## src/rtl/fpu_stim_driver.sv

```systemverilog
// FPU stimulus sequencer: drives corner-case or LFSR vectors into an FPU,
// samples result and flags after the pipeline latency, and emits records.
module fpu_stim_driver #(
   parameter int FPU_LATENCY = 4,
   parameter int GAP_CYCLES  = 2,
   parameter int NUM_RAND    = 64
) (
   input  logic        clk,
   input  logic        rst_n,
   input  logic        start,
   input  logic        mode,
   input  logic [31:0] seed,
   output logic        busy,
   output logic        done,
   output logic [31:0] opa,
   output logic [31:0] opb,
   output logic [2:0]  fpu_op,
   output logic [1:0]  rmode,
   input  logic [31:0] fpu_out,
   input  logic        inf,
   input  logic        snan,
   input  logic        qnan,
   input  logic        ine,
   input  logic        overflow,
   input  logic        underflow,
   input  logic        zero,
   input  logic        div_by_zero,
   output logic        rec_valid,
   input  logic        rec_ready,
   output logic [31:0] rec_opa,
   output logic [31:0] rec_opb,
   output logic [2:0]  rec_op,
   output logic [31:0] rec_out,
   output logic [7:0]  rec_flags,
   output logic [15:0] vec_count
);

   localparam logic [31:0] NEUTRAL    = 32'h3F80_0000;
   localparam logic [31:0] TAPS       = 32'h8020_0003;
   localparam logic [3:0]  GAP_LOAD   = 4'(GAP_CYCLES - 1);
   localparam logic [3:0]  LAT_LOAD   = 4'(FPU_LATENCY - 1);
   localparam logic [15:0] LAST_RAND  = 16'(NUM_RAND - 1);
   localparam logic [15:0] LAST_SWEEP = 16'd255;

   typedef enum logic [2:0] {
      S_IDLE, S_GAP, S_APPLY, S_WAIT, S_PRESENT, S_DONE
   } state_t;

   state_t      state, state_nx;
   logic        run_mode;
   logic [31:0] lfsr, lfsr_nx;
   logic [15:0] idx;
   logic [3:0]  cnt;
   logic [31:0] vec_a, vec_b;
   logic [2:0]  vec_op;
   logic        accept, last;

   function automatic logic [31:0] corner(input logic [2:0] i);
      logic [31:0] v;
      unique case (i)
         3'd0:    v = 32'h0000_0000;
         3'd1:    v = 32'h3F80_0000;
         3'd2:    v = 32'h7F80_0000;
         3'd3:    v = 32'h7F7F_FFFF;
         3'd4:    v = 32'h0000_0001;
         3'd5:    v = 32'hBF80_0000;
         3'd6:    v = 32'hFF80_0000;
         default: v = 32'h7FC0_0000;
      endcase
      return v;
   endfunction

   assign rmode     = 2'b00;
   assign rec_valid = (state == S_PRESENT);
   assign accept    = rec_valid && rec_ready;
   assign last      = (idx == (run_mode ? LAST_RAND : LAST_SWEEP));
   assign lfsr_nx   = {1'b0, lfsr[31:1]} ^ (lfsr[0] ? TAPS : 32'h0);

   // Current test vector from the sweep index or the LFSR state
   always_comb begin
      vec_a  = corner(idx[5:3]);
      vec_b  = corner(idx[2:0]);
      vec_op = {1'b0, idx[7:6]};
      if (run_mode) begin
         vec_a  = lfsr;
         vec_b  = {lfsr[15:0], lfsr[31:16]};
         vec_op = {1'b0, lfsr[1:0]};
      end
   end

   // State register
   always_ff @(posedge clk or negedge rst_n) begin
      if (!rst_n) state <= S_IDLE;
      else        state <= state_nx;
   end

   // Next state and FPU pin drive; neutral vector outside APPLY/WAIT
   always_comb begin
      state_nx = state;
      opa      = NEUTRAL;
      opb      = NEUTRAL;
      fpu_op   = 3'b000;
      unique case (state)
         S_IDLE:    if (start) state_nx = S_GAP;
         S_GAP:     if (cnt == '0) state_nx = S_APPLY;
         S_APPLY: begin
            opa      = vec_a;
            opb      = vec_b;
            fpu_op   = vec_op;
            state_nx = S_WAIT;
         end
         S_WAIT: begin
            opa    = vec_a;
            opb    = vec_b;
            fpu_op = vec_op;
            if (cnt == '0) state_nx = S_PRESENT;
         end
         S_PRESENT: if (accept) state_nx = last ? S_DONE : S_GAP;
         S_DONE:    state_nx = S_IDLE;
         default:   state_nx = S_IDLE;
      endcase
   end

   // Run control, counters, LFSR and record capture
   always_ff @(posedge clk or negedge rst_n) begin
      if (!rst_n) begin
         run_mode  <= 1'b0;
         lfsr      <= 32'd1;
         idx       <= '0;
         cnt       <= '0;
         busy      <= 1'b0;
         done      <= 1'b0;
         rec_opa   <= '0;
         rec_opb   <= '0;
         rec_op    <= '0;
         rec_out   <= '0;
         rec_flags <= '0;
         vec_count <= '0;
      end else begin
         unique case (state)
            S_IDLE: if (start) begin
               run_mode  <= mode;
               lfsr      <= (seed == '0) ? 32'd1 : seed;
               idx       <= '0;
               vec_count <= '0;
               done      <= 1'b0;
               busy      <= 1'b1;
               cnt       <= GAP_LOAD;
            end
            S_GAP: begin
               if (cnt == '0) lfsr <= lfsr_nx;
               else           cnt  <= cnt - 4'd1;
            end
            S_APPLY: cnt <= LAT_LOAD;
            S_WAIT: begin
               if (cnt == '0) begin
                  rec_opa   <= vec_a;
                  rec_opb   <= vec_b;
                  rec_op    <= vec_op;
                  rec_out   <= fpu_out;
                  rec_flags <= {div_by_zero, zero, underflow, overflow,
                                ine, qnan, snan, inf};
               end else begin
                  cnt <= cnt - 4'd1;
               end
            end
            S_PRESENT: if (accept) begin
               if (vec_count != 16'hFFFF) vec_count <= vec_count + 16'd1;
               if (last) begin
                  busy <= 1'b0;
                  done <= 1'b1;
               end else begin
                  idx <= idx + 16'd1;
                  cnt <= GAP_LOAD;
               end
            end
            default: ;
         endcase
      end
   end

endmodule

```

## config.mk

```make
export PLATFORM = sky130hd
export DESIGN_NAME = fpu_stim_driver
export DESIGN_NICKNAME = d
export VERILOG_FILES = /design/src/rtl/fpu_stim_driver.sv
export SDC_FILE = /design/constraint.sdc
export NUM_CORES = 1
export LEC_CHECK = 0
export CAP_MARGIN = 40
export CORE_MARGIN = 2
export CORE_UTILIZATION = 51
export DETAILED_ROUTE_END_ITERATION = 10
export GPL_ROUTABILITY_DRIVEN = 0
export PLACE_DENSITY = 0.87
export SYNTH_ARGS = -nofsm -noshare
export SYNTH_HDL_FRONTEND = slang
export SYNTH_SLANG_ARGS = --single-unit
```

## constraint.sdc

```tcl
create_clock -name clk -period 7.2 [get_ports clk]
set_input_delay 2.16 -clock clk [delete_from_list [all_inputs] [get_ports clk]]
set_output_delay 2.16 -clock clk [all_outputs]
set_load 0.005 [all_outputs]
```

Run 1, I/O nets highlighted:
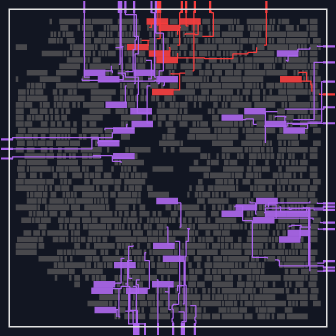
legend:
  purple:
    port: rec_opb
    direction: output
    end_cells: 32
    buffers: 32
    wire: 1,330 um
  red:
    port: rec_flags
    direction: output
    end_cells: 8
    buffers: 8
    wire: 210 um

Run 1, routed metal, one color a layer:
Scale bar: 50 um.
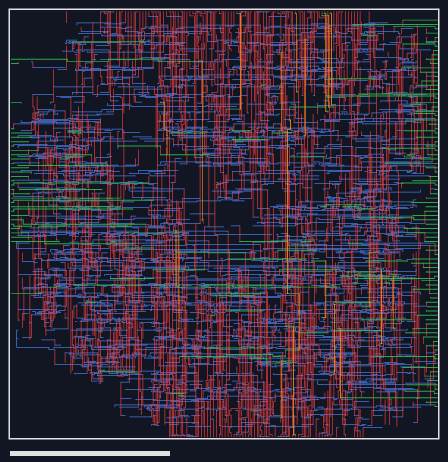
legend:
  blue:
    layer: M1
    wire_length: 10,600 um
  red:
    layer: M2
    wire_length: 12,900 um
  green:
    layer: M3
    wire_length: 1,840 um
  orange:
    layer: M4
    wire_length: 553 um

==> run summary, run 1 <==
The full implementation flow was run.

The transition time recorded at the tightest slew-check pin is 0.812 ns. The average cell area after synthesis stands at 8.78 um2. After synthesis, the netlist uses 61 different library cells. Summing all multiplexer cells gives an area fraction of 4.29%. Routing resource usage on met3 recorded by global route was 6.01%. In the synthesized netlist, the number of instances is 983. Per the final report, max-transition violations number 0. The count of instantiated cells in the yosys netlist stands at 983. The global route stage reports its total congestion overflow as 0.

The post-route fraction of the period consumed by the critical path stands at 71.6%. The count of antenna diodes in the layout stands at 0. The arrival time at the worst endpoint stands at 2.99 ns.

Setup repair after global routing left no endpoint under its margin. Summing all multi-input logic gate instances after layout gives 3850 um2. The floorplan core density stands at 52.0%. The async set-reset flop share out of synthesis stands at 100%. 272 I/O pins were placed. The leakage power in the latest report is 0.00523 uW. The clock-pin slew reported for the worst setup and hold paths after clock tree synthesis stands at 0.07 ns.

In the synthesized netlist the dominant register cell turns out to be sky130_fd_sc_hd__dfrtp_1. After layout, the worst setup slack is 2.05 ns. The post-synth count of flops with an enable pin is 0.

For reference, the top cells by count after synthesis are 270 x sky130_fd_sc_hd__nand2_1, 179 x sky130_fd_sc_hd__dfrtp_1, 109 x sky130_fd_sc_hd__o21ai_0, 89 x sky130_fd_sc_hd__nor2_1, 69 x sky130_fd_sc_hd__a21oi_1. The horizontal die dimension reported for this design is 134 um. Prior to clock tree synthesis, the placed netlist has a worst setup slack of 2.56 ns. Signal nets in the final route climb as high as met4. Summed over all nets, wire length on met2 after detailed routing comes to 12,900 um.

The peak supply drop stands at 0.244 mV. Looking at the setup timing report, the critical path kind is flip-flop to primary output. Entering global routing, the biggest net connects 88 pins.

According to the floorplan log, the row count is 47. The path class of the tightest hold or removal check is flip-flop to flip-flop. The sequential cell area in the final layout stands at 4510 um2. In the final layout, the fill cell count is 1,221. The via count of the first global-routing pass stands at 7,636. In the synthesized netlist, the dominant kind of combinational cell is simple AND/OR/NAND/NOR gates.

The report counts max-capacitance violations totalling 0. Measured along the y axis, the die boundary spans 134 um. Clock tree synthesis selected as its root buffer the cell sky130_fd_sc_hd__clkbuf_16. The cell-mix breakdown from Yosys lists the compound-gate area share as 13.7%. The proportion of netlist area held by the largest area contributor stands at 51.9%.

The detailed-route vias per instance stands at 5.56. The report lists the cells along the critical path as ha_1 -> nor2b_1 -> nor4_1 -> nor3b_2 -> buf_4 -> a21oi_1 -> nor2_1 -> clkdlybuf4s50_1. The part of the Yosys area used for sequential elements stands at 52.2%. The routed metal-1 wirelength stands at 10,600 um. After clock tree synthesis, the flow added hold-fix buffers numbering 0. In the detailed route, the total length drawn on met3 is 1840 um. Per the summary, power density relative to cell area is 395 nW/um2. Summing the areas of all and, or, nand and nor instances in the mapped netlist gives 23.9% of the synthesized area. The worst setup path is captured at a primary output. The number of gates resized after CTS was 0. The count of antenna-violating nets left after detailed routing stands at 0. The core footprint stands at 16,600 um2. The data required time at the worst endpoint stands at 5.04 ns. The number of sinks on the clock net stands at 180. The wire length of the first global-routing pass stands at 40,500 um. The number of setup violations in the final report stands at 0. The summed negative setup slack over all endpoints stands at 0 ns. The detailed placement HPWL stands at 18,400 um. Along the critical path, the tally of buffer and inverter instances is 2. The final clock skew stands at 0.0120 ns.

The routed length per instance stands at 17.8 um. The number of endpoints with negative hold slack in the final report stands at 0. For reference, the top cells by area after synthesis are sky130_fd_sc_hd__dfrtp_1 52%, sky130_fd_sc_hd__nand2_1 12%, sky130_fd_sc_hd__o21ai_0 6.3%.

The flow ran to the end, and the final reports show no timing, DRC or antenna violations. The wire length reported by the detailed router stands at 25,800 um. The worst pin sits at a relative slew slack of 45.8%.

The cell-mix breakdown from Yosys lists the XOR/XNOR area share as 0.914%. Warnings raised by the tools during the run amount to 30. The overall die size recorded for this design is 18,000 um2. The time the final worst path needs with I/O delays and setup stands at 5.15 ns.

The count of vias placed by the detailed router stands at 8,046. The global routing usage on met2 stands at 48.2%. In this design, the largest share of critical-path delay is due to buffers and inverters.

The global-route usage over all layers stands at 28.7%. The layout-stage area growth over the synthesis result stands at 39.4%. The iteration-0 DRC count of the detailed router stands at 590. For this run, the top clock speed supported by timing is 194 MHz.

The total number of nets in the final design stands at 1,300. The initial antenna violation count stands at 0. Global route summary, busiest routing layer listed as met2.

For this run, global-route usage on met1 was measured as 37.5%. TritonCTS built the clock tree. In the log, the iteration count for the first detailed-route pass is 5.

STA classifies the critical path startpoint as a flip-flop. The core utilization of the finished layout stands at 72.5%. sky130_fd_sc_hd__nand2_1 is the most common cell in the netlist. The number of I/O port buffers stands at 267. The fraction of layout cells with a size suffix above 1 stands at 5.78%. The total DRC errors in the routed layout stands at 0. The post-synth area from yosys stat stands at 8630 um2.

The maximum fanout along the worst path stands at 16. No sink is reached through more buffers than the 2 on the longest clock path. The biggest area contributor in the post-synthesis netlist is sky130_fd_sc_hd__dfrtp_1. The largest stage delay on the critical path stands at 0.59 ns. Once the clock tree was built, the setup fixing pass inserted 0 buffers. The synthesized netlist occupies a cell area of 8630 um2. The critical path's slowest stage uses the library cell sky130_fd_sc_hd__clkdlybuf4s50_1. Synthesis inferred 180 register bits. The adder and majority gate portion of the synthesized area stands at 1.16%. The H-tree generated during clock tree synthesis spans 4 levels. The synthesis report lists the Yosys warning total as 0.
Run 1, clock wiring as the flow saved it:
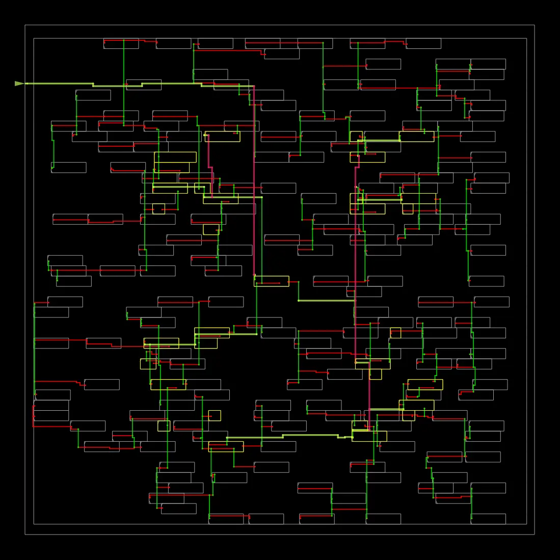
Skew-Pair Late Insertion Delay: 0.44 ns
TritonCTS Buffers: 17
number of clock buffers in the layout: 17

==> run 1: where the power goes <==
part	switching, uW	total, uW	leakage (uW)	internal, uW
registers	339	1740	0.00232	1400
clock network	447	942	0.000285	495
logic	999	2070	0.00262	1070
==> run 1: metrics by stage <==
step                instance area (um2)  power [uW]  hold slack, ns  std cells
floorplan                          8640        2640           0.470        986
global placement                  11400        3730           0.457       1415
detailed placement                11400        3820           0.461       1416
CTS                               12000        4760           0.479       1448
global route                      12000        5050           0.496       1448
finish                            12000        4750           0.475       1448
==> run 1: final timing paths <==
check | from | to | slack (ns) | depth (start not counted)
min in group asynchronous | rst_n | rec_out[26] | 1.77 | 1
hold / removal | rec_flags[5] | rec_flags[5] | 0.47 | 2
setup reg to reg | cnt[0] | rec_opb[28] | 3.97 | 7
hold reg to reg | rec_flags[5] | rec_flags[5] | 0.47 | 2
max in group asynchronous | rst_n | run_mode | 4.17 | 2
setup / recovery | idx[0] | opb[15] | 2.05 | 8
==> run 1: final cells by class <==
class	instances	area share, %
well taps	220	2.29
clock inverters	15	1.39
repair buffers	278	23.0
inverters	8	0.250
multi-input cells	730	32.0
clock buffers	17	3.54
flip-flops and latches	180	37.5
==> run 1: cell usage in the layout (no fill, tap or decap), drive strengths merged, types with 2 or more instances in the layout <==
master         count
ha                 8
nor3              10
mux2i             37
xnor2              3
nor2b              5
or2                4
nor4              13
o31ai              7
nor3b              6
o211ai             8
dfrtp            179
o2111ai            2
and4b              2
buf               11
o21ai            109
nand2            270
and2               2
o21a               2
a31oi              6
clkdlybuf4s50    266
or4                9
nor2              90
a21oi             69
and3               5
nand3             11
clkbuf            18
nand2b             7
clkinvlp           2
conb               4
clkinv             4
or3               11
xor2               6
nand4              9
inv               16
==> run 1 -> run 2 <==
- CORE_UTILIZATION: 51 -> 42
- PLACE_DENSITY: 0.87 -> 0.76
- clock period: 7.2 -> 4.7 ns (I/O delays scaled with it)
Run 2, routed metal, one color a layer:
Scale bar: 50 um.
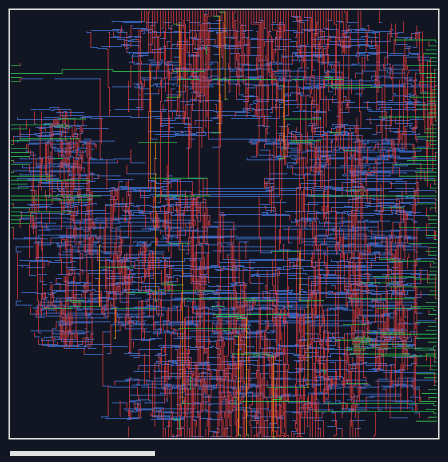
legend:
  blue:
    layer: M1
    wire_length: 11,200 um
  orange:
    layer: M4
    wire_length: 441 um
  red:
    layer: M2
    wire_length: 12,900 um
  green:
    layer: M3
    wire_length: 1,600 um

Run 2, register map, names as in the netlist:
Scale bar: 50 um.
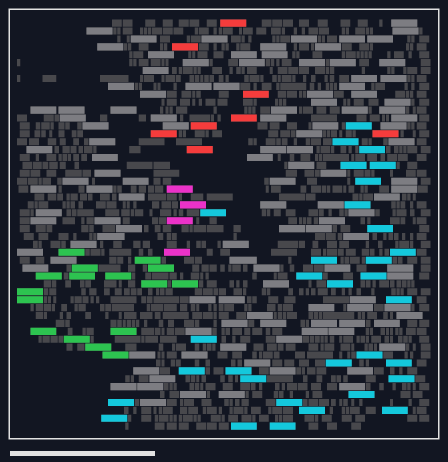
legend:
  magenta:
    name_in_the_netlist: cnt
    flops: 4
    where: center
  green:
    name_in_the_netlist: idx
    flops: 16
  cyan:
    name_in_the_netlist: rec_opa
    flops: 32
  red:
    name_in_the_netlist: rec_flags
    flops: 8
    where: north
not colored: 120

Run 2, I/O nets highlighted:
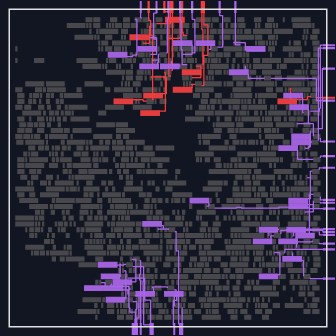
legend:
  purple:
    port: rec_opb
    direction: output
    end_cells: 32
    buffers: 32
    wire: 1,010 um
  red:
    port: rec_flags
    direction: output
    end_cells: 8
    buffers: 8
    wire: 308 um

==> run 2 against run 1 <==
  * Sequential share of layout area fell by 0.49 points
  * Worst hold slack improved by 0.0026 ns
  * Flip-flop count did not move
  * Total power rose by 54%
  * Highest routed layer unchanged
  * Clock-buffer cell count did not move
  * Largest cell class unchanged
  * Core utilization fell by 12 points
  * First-iteration DRC count fell by 24%
  * Register-to-register slack got worse by 2.1 ns
  * Synthesized cell count did not move
  * Largest power group unchanged
  * Clock power rose by 55%
==> run summary, run 2 <==
The full implementation flow was run.

The run finished with clean final reports. In the layout the commonest cells are 270 x sky130_fd_sc_hd__nand2_1, 266 x sky130_fd_sc_hd__clkdlybuf4s50_1, 178 x sky130_fd_sc_hd__dfrtp_1, 109 x sky130_fd_sc_hd__o21ai_0, 89 x sky130_fd_sc_hd__nor2_1. The overall die area is 21,700 um2 (+21%). The post-synthesis cell type count stands at 61 (unchanged).

The complex-gate fraction of the synthesized area came to 13.7% (unchanged). The async set-reset flop share out of synthesis stands at 100% (unchanged). The count of antenna-violating nets left after detailed routing stands at 0 (unchanged). The via count of the first global-routing pass is 7,422 (-2.8%). The number of hold buffers added after cts stands at 0 (unchanged).

The tightest slew margin relative to the limit is 40.8% (-5.1 points). The adder and majority gate portion of the synthesized area came to 1.16% (unchanged). The cell sequence reported for the critical path is ha_1 -> nor2b_1 -> nor4_1 -> nor3b_2 -> buf_4 -> a21oi_1 -> nor2_1 -> clkdlybuf4s50_1.

The number of placement rows stands at 52 (+11%). The setup path with the least slack is of type flip-flop to primary output. The routed length per instance stands at 17.4 um (-2.5%). The type recorded for the worst min-delay path is flip-flop to flip-flop. The proportion of netlist area held by the largest area contributor stands at 51.9% (unchanged). The number of setup violations in the final report was 0 (unchanged). The count of instantiated cells in the yosys netlist stands at 983 (unchanged). The total number of nets in the final design came to 1,306 (+0.46%). The number of I/O port buffers was 267 (unchanged). In the post-synthesis netlist, the cell with the most instances is sky130_fd_sc_hd__nand2_1. The insertion delay to the later sink of the worst-skew pair was 0.43 ns (about the same). The count of antenna diodes in the layout stands at 0 (unchanged).

The cell area power density stands at 601 nW/um2 (+52%). Yosys shows that the main logic family after synthesis is simple AND/OR/NAND/NOR gates. The measured slew at the worst slew-check pin was 0.884 ns (+0.0721 ns).

The clock-pin slew reported for the worst setup and hold paths after clock tree synthesis stands at 0.07 ns (about the same). The number of cells traversed by the worst register-to-register path stands at 7 (unchanged). STA classifies the critical path endpoint as a primary output.

The post-cts sizing count was 0 (unchanged). The count of library flops with an enable pin stands at 0 (unchanged). The smallest setup slack after layout came to 0.517 ns (-1.53 ns). The total DRC errors in the routed layout stands at 0 (unchanged). The worst reg-to-reg setup slack is 1.92 ns (-2.05 ns). The aggregate global routing overflow came to 0 (unchanged). The detailed-route vias per instance stands at 5.24 (-5.6%). The endpoint identified for the worst register-to-register timing path is rec_opb[26]. The post-route fraction of the period consumed by the critical path stands at 89.0%. The wire length of the first global-routing pass was 41,000 um (+1.2%). The count of vias placed by the detailed router was 7,885 (-2.0%).

The floorplan core density stands at 42.8% (-9.3 points). The post-synth area from yosys stat was 8630 um2 (unchanged). Per the STA report, the cell with the highest stage delay on the worst path is sky130_fd_sc_hd__clkdlybuf4s50_1.

The netlist area before placement came to 8630 um2 (unchanged). The count of pins over their slew limit was 0 (unchanged). Broken down by cell family, the worst path's largest delay share belongs to buffers and inverters.

The arrival time at the worst endpoint stands at 2.77 ns (-0.22 ns). The number of instances on the worst hold path stands at 2 (unchanged). The iteration-0 DRC count of the detailed router is 451 (-24%). The data required time at the worst endpoint stands at 3.29 ns (-1.75 ns). The die width stands at 147 um (+9.9%). The number of buffers inserted by post-CTS setup repair is 0 (unchanged).

The number of endpoints with negative hold slack in the final report is 0 (unchanged). The maximum clock insertion buffer count came to 2 (unchanged). The global-route usage over all layers is 23.9% (-4.7 points). The summed negative setup slack over all endpoints stands at 0 ns (unchanged). The maximum fanout along the worst path was 21 (+5). STA shows the worst min-delay path finishing at rec_out[25]. Setup repair after global routing left no endpoint under its margin. By count the netlist is led by 270 x sky130_fd_sc_hd__nand2_1, 179 x sky130_fd_sc_hd__dfrtp_1, 109 x sky130_fd_sc_hd__o21ai_0, 89 x sky130_fd_sc_hd__nor2_1, 69 x sky130_fd_sc_hd__a21oi_1. The OpenROAD warning count stands at 30 (unchanged). The wire length reported by the detailed router is 26,200 um (+1.2%). The core footprint is 20,200 um2 (+22%).

The final clock skew stands at 0.0118 ns (-0.000193 ns). The initial antenna violation count stands at 0 (unchanged). TritonCTS built the clock tree.

Counting only logic cells after layout, the most numerous master is sky130_fd_sc_hd__nand2_1. Looking at the clock tree report, the root buffer type is sky130_fd_sc_hd__clkbuf_16. The count of non-filler cells in the finished layout came to 1,504 (+3.9%). The fraction of the mapped netlist area in simple logic gates came to 23.9% (unchanged). The vertical die size stands at 147 um (+9.9%). The detailed placement HPWL came to 18,900 um (+2.8%).

The yosys synthesis warning count stands at 0 (unchanged). The number of CTS-inserted buffers was 17 (unchanged). In this run the critical register-to-register path is launched from cnt[0]. The maximum number of pins on one net before global-route repair stands at 92 (+4.5%).

The placement-stage worst setup slack stands at 0.994 ns (-1.56 ns). The number of sinks on the clock net came to 180 (unchanged). The area share of xor/xnor cells in the synthesized design was 0.914% (unchanged). For the finished layout, the period the worst path requires is 4.18 ns. The leakage power summed over all cells stands at 0.00528 uW (+1.0%).
## run 2: metrics by stage
stage / hold slack, ns / utilization (%) / instance area [um2] / power (uW)
finish: 0.477 / 60.4 / 12200 / 7320
global route: 0.502 / 60.4 / 12200 / 7810
CTS: 0.482 / 60.4 / 12200 / 7370
detailed placement: 0.463 / 57.4 / 11600 / 5890
global placement: 0.457 / 57.2 / 11500 / 5790
floorplan: 0.470 / - / 8640 / 4050
## run 2: worst min-delay path, cell delays in order, from the launching register on
cell	delay, ns
sky130_fd_sc_hd__dfrtp_1	0.34
sky130_fd_sc_hd__nand2_1	0.05
sky130_fd_sc_hd__nand2_1	0.06
## run 2: where the power goes
group | total (uW) | switching, uW | internal (uW)
combinational | 3220 | 1560 | 1660
sequential | 2640 | 493 | 2150
clock | 1460 | 695 | 768
total | 7320 | 2740 | 4570
## run 2: worst max path at each step
stage	startpoint	endpoint	depth (start not counted)
after floorplan	idx[0]	opb[10]	7
after global placement	idx[0]	opb[8]	8
after detailed placement	idx[0]	opb[7]	8
after CTS	idx[0]	opb[7]	8
after global routing	idx[0]	opb[16]	8
final	idx[0]	opb[15]	8
## run 2: metal layers
metal / GRT usage, % / vias to the layer above / wire length [um]
li1: - / 3804 / -
met2: 40.1 / 290 / 12900
met4: 6.20 / 0 / 441
met1: 32.5 / 3757 / 11200
met5: 0 / - / 0
met3: 4.07 / 34 / 1600
## run 2: final cells by class
type	count	area, um2	area share (%)
well taps	270	338	2.77
clock inverters	15	186	1.53
repair buffers	284	2850	23.4
flip-flops and latches	180	4510	37.0
inverters	8	30.0	0.246
multi-input cells	730	3850	31.6
clock buffers	17	425	3.49
==> run 2 -> run 3 <==
- SLEW_MARGIN: default -> 25
Run 3, I/O nets highlighted:
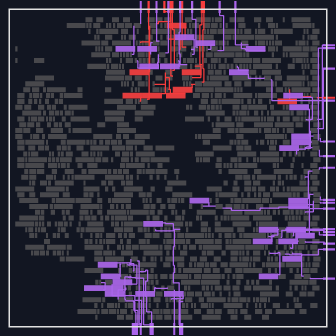
legend:
  purple:
    port: rec_opb
    direction: output
    end_cells: 32
    buffers: 32
    wire: 1,060 um
  red:
    port: rec_flags
    direction: output
    end_cells: 8
    buffers: 8
    wire: 321 um

Run 3, routed metal, one color a layer:
Scale bar: 50 um.
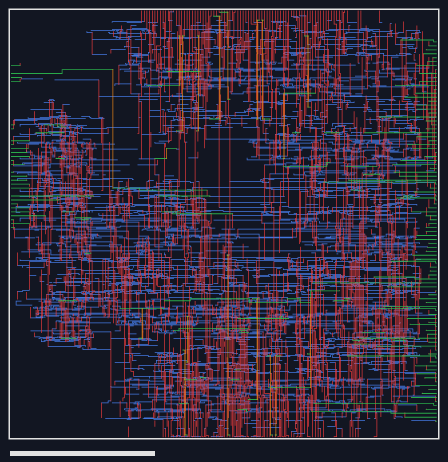
Routed wire per std cell: 17.4 um
total number of vias: 7,931
final wirelength: 26,300 um

Run 3, register map, names as in the netlist:
Scale bar: 50 um.
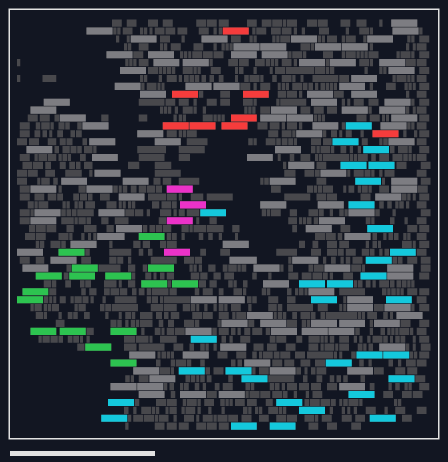
legend:
  cyan:
    name_in_the_netlist: rec_opa
    flops: 32
  magenta:
    name_in_the_netlist: cnt
    flops: 4
    where: center
  green:
    name_in_the_netlist: idx
    flops: 16
  red:
    name_in_the_netlist: rec_flags
    flops: 8
    where: north

==> run 3 against run 2 <==
  * Critical endpoint is now opb[14]
  * Worst hold slack worse by 0.0013 ns
  * Via count grew 0.58%
  * Clock power about the same
  * Register-to-register slack worse by 0.02 ns
  * Sequential share of layout area down 0.17 points
  * Die size is the same
  * Global-route usage increased by 0.20 points
  * Synthesized area unchanged
  * Critical path type unchanged
  * Highest routed layer unchanged
==> run summary, run 3 <==
The full implementation flow was run.

The final total power is 7350 uW (+0.50%). The leakage power summed over all cells came to 0.00531 uW (+0.58%). The number of H-tree levels stands at 4. The async set-reset flop share out of synthesis is 100% (unchanged). Derived from the worst setup path, the maximum achievable clock frequency is 240 MHz. The post-synthesis cell count stands at 983.

STA classifies the critical path startpoint as a flip-flop. The overall die area came to 21,700 um2 (unchanged). Counting both buffers and inverters, the worst setup path holds a total of 2.

Setup repair after global routing left no endpoint under its margin. The proportion of netlist area held by the largest area contributor came to 51.9% (unchanged). The number of placed instances with taps included stands at 1,473. The number of placement rows stands at 52 (unchanged). Per the final layout report, the fraction of cells sized above drive strength 1 comes to 6.47%. The cell type that accounts for the most area after synthesis is sky130_fd_sc_hd__dfrtp_1. The post-cts sizing count stands at 0 (unchanged). The count of non-filler cells in the finished layout stands at 1,507 (+0.20%). The peak supply drop stands at 0.308 mV. The maximum clock insertion buffer count is 2 (unchanged). The critical path in this run is classified as flip-flop to primary output. The time the final worst path needs with I/O delays and setup stands at 4.16 ns (-0.0206 ns). The maximum number of pins on one net before global-route repair was 84 (-8.7%).

The iteration count recorded for the first detailed-route pass is 5. The count of instantiated cells in the yosys netlist came to 983 (unchanged). Per STA, the worst path accumulates the most delay in the family buffers and inverters. The number of I/O port buffers stands at 267 (unchanged).

The detailed placement HPWL is 19,000 um (+0.47%). The yosys synthesis warning count came to 0 (unchanged). The arrival time at the worst endpoint is 2.75 ns (-0.02 ns). TritonCTS built the clock tree. Among all flip-flop cells after synthesis, the most frequent one is sky130_fd_sc_hd__dfrtp_1. The insertion delay to the later sink of the worst-skew pair came to 0.44 ns (about the same).

The total number of nets in the final design is 1,309 (+0.23%). The smallest setup slack after layout is 0.538 ns (+0.0206 ns). The count of antenna diodes in the layout stands at 0 (unchanged). The root buffer cell chosen for the clock tree is sky130_fd_sc_hd__clkbuf_16.

The count of pins over their slew limit came to 0 (unchanged). The tightest slew margin relative to the limit stands at 49.0% (+8.2 points). The worst setup path is captured at a primary output. The aggregate global routing overflow came to 0 (unchanged). The via count of the first global-routing pass stands at 7,346 (-1.0%).

The count of library flops with an enable pin stands at 0 (unchanged). Yosys reports that the most numerous cell types are 270 x sky130_fd_sc_hd__nand2_1, 179 x sky130_fd_sc_hd__dfrtp_1, 109 x sky130_fd_sc_hd__o21ai_0, 89 x sky130_fd_sc_hd__nor2_1, 69 x sky130_fd_sc_hd__a21oi_1. The number of endpoints with negative hold slack in the final report stands at 0 (unchanged). The OpenROAD warning count stands at 30 (unchanged).

Per the run report, area growth between synthesis and finish was 41.9%. The post-synthesis cell type count came to 61 (unchanged). The number of sinks on the clock net stands at 180 (unchanged). The cell area power density was 601 nW/um2 (about the same).

Ranking logic cells in the layout by count gives the top entries 270 x sky130_fd_sc_hd__nand2_1, 266 x sky130_fd_sc_hd__clkdlybuf4s50_1, 178 x sky130_fd_sc_hd__dfrtp_1, 109 x sky130_fd_sc_hd__o21ai_0, 89 x sky130_fd_sc_hd__nor2_1. The clock-pin slew reported for the worst setup and hold paths after clock tree synthesis stands at 0.07 ns (about the same). The largest stage delay on the critical path stands at 0.45 ns. The vertical die size stands at 147 um (unchanged). The count of antenna-violating nets left after detailed routing stands at 0 (unchanged). The iteration-0 DRC count of the detailed router was 515 (+14%). The count of max-cap constraint violations stands at 0. The initial antenna violation count came to 0 (unchanged). In this run the worst hold path is classified as flip-flop to flip-flop. The run finished with clean final reports. The main area contributors are sky130_fd_sc_hd__dfrtp_1 52%, sky130_fd_sc_hd__nand2_1 12%, sky130_fd_sc_hd__o21ai_0 6.3%. The number of hold buffers added after cts came to 0 (unchanged). The average cell area after synthesis stands at 8.78 um2. The floorplan core density stands at 42.8% (unchanged). The core footprint stands at 20,200 um2 (unchanged). The number of setup violations in the final report stands at 0 (unchanged). The data required time at the worst endpoint stands at 3.29 ns (about the same).

The post-synth area from yosys stat came to 8630 um2 (unchanged). The maximum fanout along the worst path stands at 21 (unchanged). The post-route fraction of the period consumed by the critical path came to 88.6% (-0.44 points). The wire length of the first global-routing pass is 41,300 um (+0.72%). The detailed-route vias per instance came to 5.26 (+0.38%). The most frequently used library cell after synthesis is sky130_fd_sc_hd__nand2_1. In this run the critical path is formed by ha_1 -> nor2b_1 -> nor4_1 -> nor3b_2 -> buf_4 -> a21oi_1 -> nor2_1 -> clkdlybuf4s50_1.

The number of CTS-inserted buffers stands at 17 (unchanged). The number of register bits inferred by synthesis stands at 180. The summed negative setup slack over all endpoints stands at 0 ns (unchanged). The number of buffers inserted by post-CTS setup repair stands at 0 (unchanged). For this design, the slowest cell found on the critical path is sky130_fd_sc_hd__clkdlybuf4s50_1.

Leaving out fill and tap cells, the most frequent cell in the layout is sky130_fd_sc_hd__nand2_1. The measured slew at the worst slew-check pin stands at 0.758 ns (-0.126 ns). The placement-stage worst setup slack is 0.996 ns (+0.00193 ns). The top-level port count stands at 272. The netlist area before placement is 8630 um2 (unchanged). The worst hold slack across all endpoints stands at 0.476 ns (-0.00131 ns).

The final clock skew came to 0.0143 ns (+0.00245 ns). The total DRC errors in the routed layout stands at 0 (unchanged). Sequential cells were found to cover 52.2% of the synthesized design area. The global-route usage over all layers was 24.1% (+0.20 points). The die width stands at 147 um (unchanged).
run 3: cell counts after synthesis:
Identical to the previous run, type by type.
run 3: layout make-up:
type	count	area, um2
fill	1727	7930
clock inverter	15	188
sequential	180	4510
timing repair buffer	287	2900
inverter	8	30.0
clock buffer	17	425
tap	270	338
multi-input combinational	730	3850
run 3: routing by layer:
| metal | track usage [%] | vias to the layer above | share of wire [%] |
|---|---|---|---|
| met5 | 0 | - | 0 |
| met4 | 8.13 | 0 | 2.1 |
| met3 | 4.19 | 40 | 5.4 |
| met2 | 39.0 | 248 | 48 |
| met1 | 33.1 | 3830 | 44 |
| li1 | - | 3813 | - |
run 3: worst paths after layout:
check,startpoint,end,slack (ns),depth (start not counted)
setup reg to reg,cnt[0],rec_opb[26],1.90,7
setup / recovery,idx[0],opb[14],0.54,8
max in group asynchronous,rst_n,lfsr[0],2.80,3
min in group asynchronous,rst_n,rec_out[29],0.89,1
hold / removal,rec_flags[4],rec_flags[4],0.48,2
hold reg to reg,rec_flags[4],rec_flags[4],0.48,2
run 3: per-stage QoR:
stage / area [um2] / util [%]
floorplan: 8640 / -
global placement: 11500 / 57.2
detailed placement: 11600 / 57.5
CTS: 12200 / 60.6
global route: 12200 / 60.7
finish: 12200 / 60.7
run 3: cells by family after synthesis:
| logic type | after synthesis | share of synthesized area, % |
|---|---|---|
| AOI/OAI and AO/OA | 213 | 13.7 |
| xor gates and xnor gates | 9 | 0.914 |
| adders and majority gates | 8 | 1.16 |
| buffers and inverters | 76 | 3.77 |
| DFF | 180 | 52.2 |
| muxes | 37 | 4.29 |
| other | 1 | 0.0435 |
| and+or+nand+nor | 459 | 23.9 |
run 3: where the power goes:
part	switching (uW)	internal, uW
clock	700	768
sequential	486	2150
combinational	1560	1690
Power figures rest on the tool's default switching activity, not on a simulated workload.
